==> config.mk <==
export PLATFORM = sky130hd
export DESIGN_NAME = instr_fetch_decode_flat
export DESIGN_NICKNAME = d
export VERILOG_FILES = /design/src/rtl/core_pkg.sv /design/src/rtl/instr_fetch_decode_if.sv /design/src/rtl/instr_decoder.sv /design/src/rtl/instr_fetch_decode.sv /design/src/flat_wrapper.sv
export SDC_FILE = /design/constraint.sdc
export NUM_CORES = 1
export LEC_CHECK = 0
export CAP_MARGIN = 10
export CORE_MARGIN = 8
export CORE_UTILIZATION = 40
export DETAILED_ROUTE_END_ITERATION = 10
export GPL_ROUTABILITY_DRIVEN = 0
export PLACE_DENSITY = 0.82
export SLEW_MARGIN = 20
export SYNTH_ARGS = -nofsm -noshare
export SYNTH_HDL_FRONTEND = slang
export SYNTH_HIERARCHICAL = 1
export SYNTH_SLANG_ARGS = --single-unit
==> constraint.sdc <==
create_clock -name Clk -period 1.7 [get_ports Clk]
set_clock_uncertainty 0.2 [all_clocks]
set_input_delay 0.255 -clock Clk [delete_from_list [all_inputs] [get_ports Clk]]
set_output_delay 0.255 -clock Clk [all_outputs]
set_load 0.02 [all_outputs]
gates.png
Bar = 20 µm.
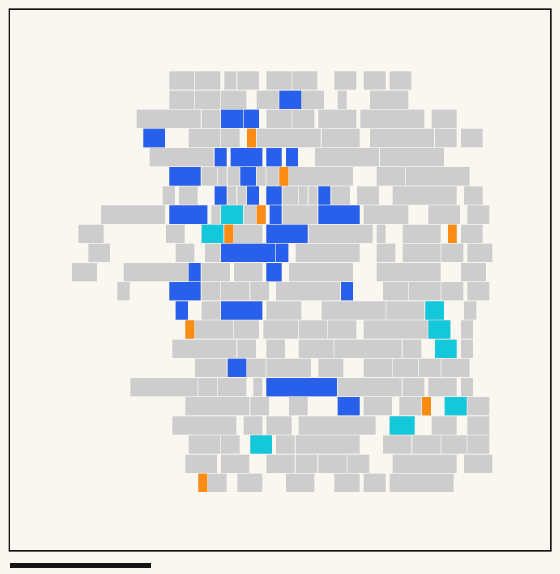
Key: cyan = and/or cells [cells 8, most used and2b_2]; blue = aoi and oai cells [cells 29]; orange = inv cells [cells 8]
logic share of the area: 0.350
most frequent logic cell in the layout: sky130_fd_sc_hd__dfrtp_1
final cell count without fillers: 252

layers.png
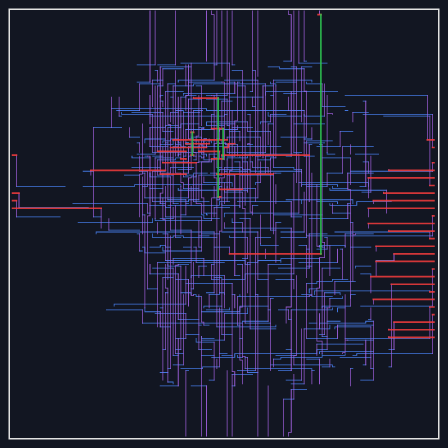
Key: purple = M2 [wire length 2340 µm]; green = M4 [wire length 70.0 µm]; blue = M1 [wire length 1720 µm]; red = M3 [wire length 287 µm]
All-Layer GR Usage: 0.144
detail-routed net length per standard cell: 17.5 µm

ff_map.png
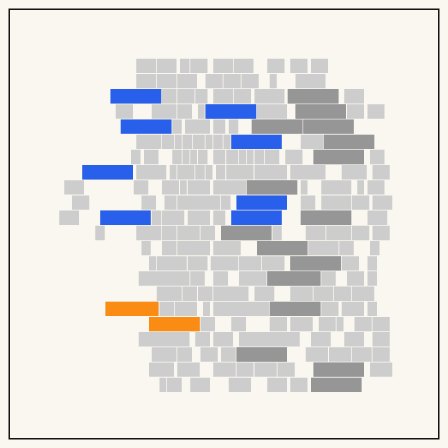
Key: blue = u_core/imem.Imem_Addr [flops 8]; orange = u_core/state_q [flops 2]
Register Area: 653 µm²
fraction of area in registers: 0.276

pinout.png
Pins as bars across the die edge, other pins in grey.
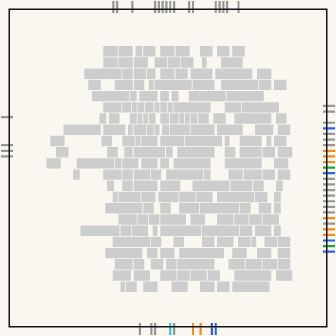
Key: cyan = RegWrite [pins 1, direction output, edge bottom]; blue = Immediate_Raw [pins 6, direction output, edge 4 right, 2 bottom]; orange = imem_Imem_Data [pins 8, direction input, edge 6 right, 2 bottom]; green = Opcode [pins 2, direction output, edge right]
All pins by edge: 26 right, 16 top, 9 bottom, 4 left.
count of buffers from port buffering: 54
Die X-Extent: 76.7 µm
vertical extent of the die: 76.7 µm

clock_nets.png
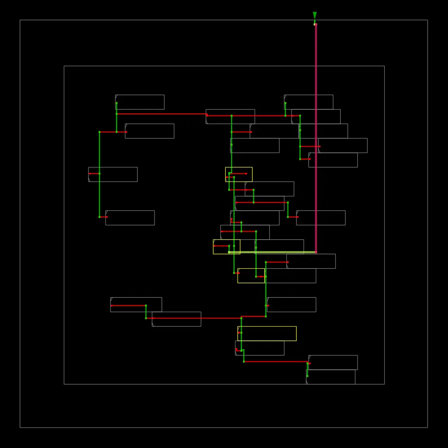
TritonCTS Buffers: 3
number of flip-flops and latches: 26
clk ins delay skew pair: 270 ps

==> run notes <==
The flow completed. The run finished, with violations left. The checks that failed: setup timing. The via count of the first global-routing pass came to 1404.

The report lists the power per cell area as 2060 mW/mm². Initial antenna violation count landed at 0. Power in combinational cells landed at 0.00315 W.

In the floorplan report the effective utilization is 0.408. Utilization after layout landed at 0.655. Register share after synthesis landed at 0.442. CTS sink count landed at 26. Among the non-sequential cells, AND-OR/OR-AND gates take the most area.

Number of nets in the finished design landed at 232. Number of hold violations in the final report landed at 0. Proportion of power drawn by flip-flops and latches landed at 0.250.

The design draws 0.00487 W. Per the CTS log, the maximum H-tree level is 1. Area of the placeable core landed at 0.00361 mm². Final setup TNS landed at -584 ps. The report lists the cells along the critical path as buf_6, ha_4, buf_6, nor2b_4, o21ai_4, and2_4, a21oi_1.

Smallest setup slack after layout landed at -93.2 ps. On the worst path, the slowest cell contributes a delay of 410 ps. Of the total synthesized cell area, the portion taken by AND, OR, NAND and NOR gates is 0.127. Clock group share of total power landed at 0.103.

The first TritonRoute pass finished after 5 iterations. Cell count listed in synth_stat.txt landed at 130. Row generation in the floorplan step produced 22 rows. Per the synthesis report, the dominant area consumer among library cells is sky130_fd_sc_hd__dfrtp_1. Switching component of the power landed at 0.00213 W.

Data arrives at the worst endpoint at 1740 ps. Total overflow reported by the global router landed at 0. Across the run, the number of max-cap violations was 0. Per the post-synthesis report, the nets total 157. The worst setup path is launched from a flip-flop. Number of routed nets with antenna violations landed at 0. Routed wire length landed at 4.41 mm. Wire length of the first global-routing pass landed at 7.09 mm.

Per the CTS log, the buffer count on the longest clock path is 2. Post-route worst hold slack landed at 160 ps. The number of antenna diodes in the final layout is 0.

Post-route period utilization is reported as 1.05. Setup repair after global routing could not meet its margin everywhere. Count of routing violations after the opening detailed-route iteration landed at 82.

Count of unresolved DRC violations after routing landed at 0. The final timing report lists a max-slew violation count of 0. Combinational cell fraction of total power landed at 0.648.

Per report_power, the Clock row totals 0.000500 W. Via density per instance landed at 5.31. For the finished layout, the period the worst path requires is 1790 ps. For this design the top-level I/O count stands at 55. Detailed-placement wirelength estimate landed at 3.07 mm. Sorting the synthesis cell report by count puts at the top sky130_fd_sc_hd__dfrtp_1.

Portion of synthesized cell area occupied by the leading cell type landed at 0.442. Number of instances in the synthesized netlist landed at 130. Synthesized-area fraction occupied by adder cells landed at 0.0510.

The synthesis report names the predominant flop master as sky130_fd_sc_hd__dfrtp_1. Area share of xor/xnor cells in the synthesized design landed at 0. Pre-CTS worst setup slack landed at -240 ps.

In this design, the largest share of critical-path delay is due to flip-flops. The largest share of the power goes to combinational cells. For the pin with the worst max-slew slack, the measured transition is 329 ps. Number of warning messages in the logs landed at 33.

Note that the worst hold path type here is input pin to asynchronous set/reset pin. Number of warnings reported in the yosys synthesis log landed at 6. Number of enable-type register cells in the synthesized netlist landed at 0. TritonCTS built the clock tree. For this design, the CTS-stage hold fixing added 0 buffers. Number of stages on the worst setup path landed at 7. Internal power of the cells landed at 0.00274 W. The cell-mix breakdown from Yosys lists the compound-gate area share as 0.152. Switching power as a fraction of the total was reported as 0.437.

STA reports a reg2reg setup slack of -90 ps. The timing report gives the clock slew at the launch and capture registers of the worst setup and hold paths as 90 ps. Relative area change from synthesis to final layout landed at 60.5%. Fraction of registers with async set or reset after synthesis landed at 1.00. Cell count of the worst reg-to-reg path landed at 7. Ranking logic cells in the layout by count gives the top entries 24 x sky130_fd_sc_hd__dfrtp_1, 22 x sky130_fd_sc_hd__dlygate4sd2_1, 22 x sky130_fd_sc_hd__buf_4. Combinational cell area excluding buffers and inverters landed at 827 µm². Gates resized during post-CTS repair numbered 65.

In this run, power in flip-flops and latches comes to 0.00122 W. The OpenROAD report gives the critical path a required time of 1650 ps. The script reports the combined buffer and inverter count of the critical path as 2. Standard cell area after detailed placement landed at 0.00219 mm². After synthesis, the cell types taking the most area are sky130_fd_sc_hd__dfrtp_1 44%, sky130_fd_sc_hd__mux2_4 6.1%, sky130_fd_sc_hd__ha_1 5.1%. After floorplanning, the die was sized to cover 0.00588 mm².

The worst-case max-slew headroom was logged as 0.780. Per the power-grid run, VDD falls by no more than 0.807 mV. The cell area that synthesis handed to floorplanning was 0.00147 mm². Entering global routing, the biggest net connects 27 pins. The script extracted a total leakage power of 1.09 nW. Final-report setup violation count landed at 9. Post-route cell area landed at 0.00236 mm². The post-synth register bit count is 26. Per the STA report, the cell with the highest stage delay on the worst path is sky130_fd_sc_hd__dfrtp_1. Per the layout report, the design carries 264 filler cells. In this run, placement finished with an instance count of 244. The critical path is of the flip-flop to flip-flop type. Of all nets on the critical path, the largest fanout is 8. A synthesized cell averages 11.3 µm².

In the synthesized netlist, the cells that appear most often are 26 x sky130_fd_sc_hd__dfrtp_1, 10 x sky130_fd_sc_hd__nand2_1, 9 x sky130_fd_sc_hd__buf_4, 8 x sky130_fd_sc_hd__a21oi_1. Share of cells above drive strength 1 landed at 0.412. The worst setup path is captured at a flip-flop. Upper clock frequency limit landed at 558 MHz.

Area fraction in mux cells landed at 0.144. Among the stages of the critical path, the cell type that occurs most often is sky130_fd_sc_hd__buf_6. Number of distinct standard cells referenced by the synthesized netlist landed at 36.

Number of buffers inserted to repair setup after CTS landed at 1. Summing over every cut layer, the via total after detailed routing is 1339. Synthesized chip area reported by yosys landed at 0.00147 mm².

In this run the clock root is driven by a sky130_fd_sc_hd__clkbuf_8.
area by class of cell:
class	count	area share
multi-input cells	85	0.350
repair buffers	81	0.305
flip-flops and latches	26	0.276
well taps	48	0.0254
clock buffers	3	0.0175
clock inverters	1	0.0127
inverters	8	0.0127
metal layers:
metal,vias to the layer above,GRT usage,share of wire
li1,615,-,-
met1,651,0.159,0.39
met2,65,0.260,0.53
met3,8,0.0350,0.065
met4,0,0.0538,0.016
met5,-,0,0
kinds of logic after synthesis:
logic type      Yosys count
flops                    26
compound gates           32
buf+inv                  20
fa+ha+maj                 6
mux                      17
simple gates             29
No activity file was given, so power comes from the tool's default toggle rates.
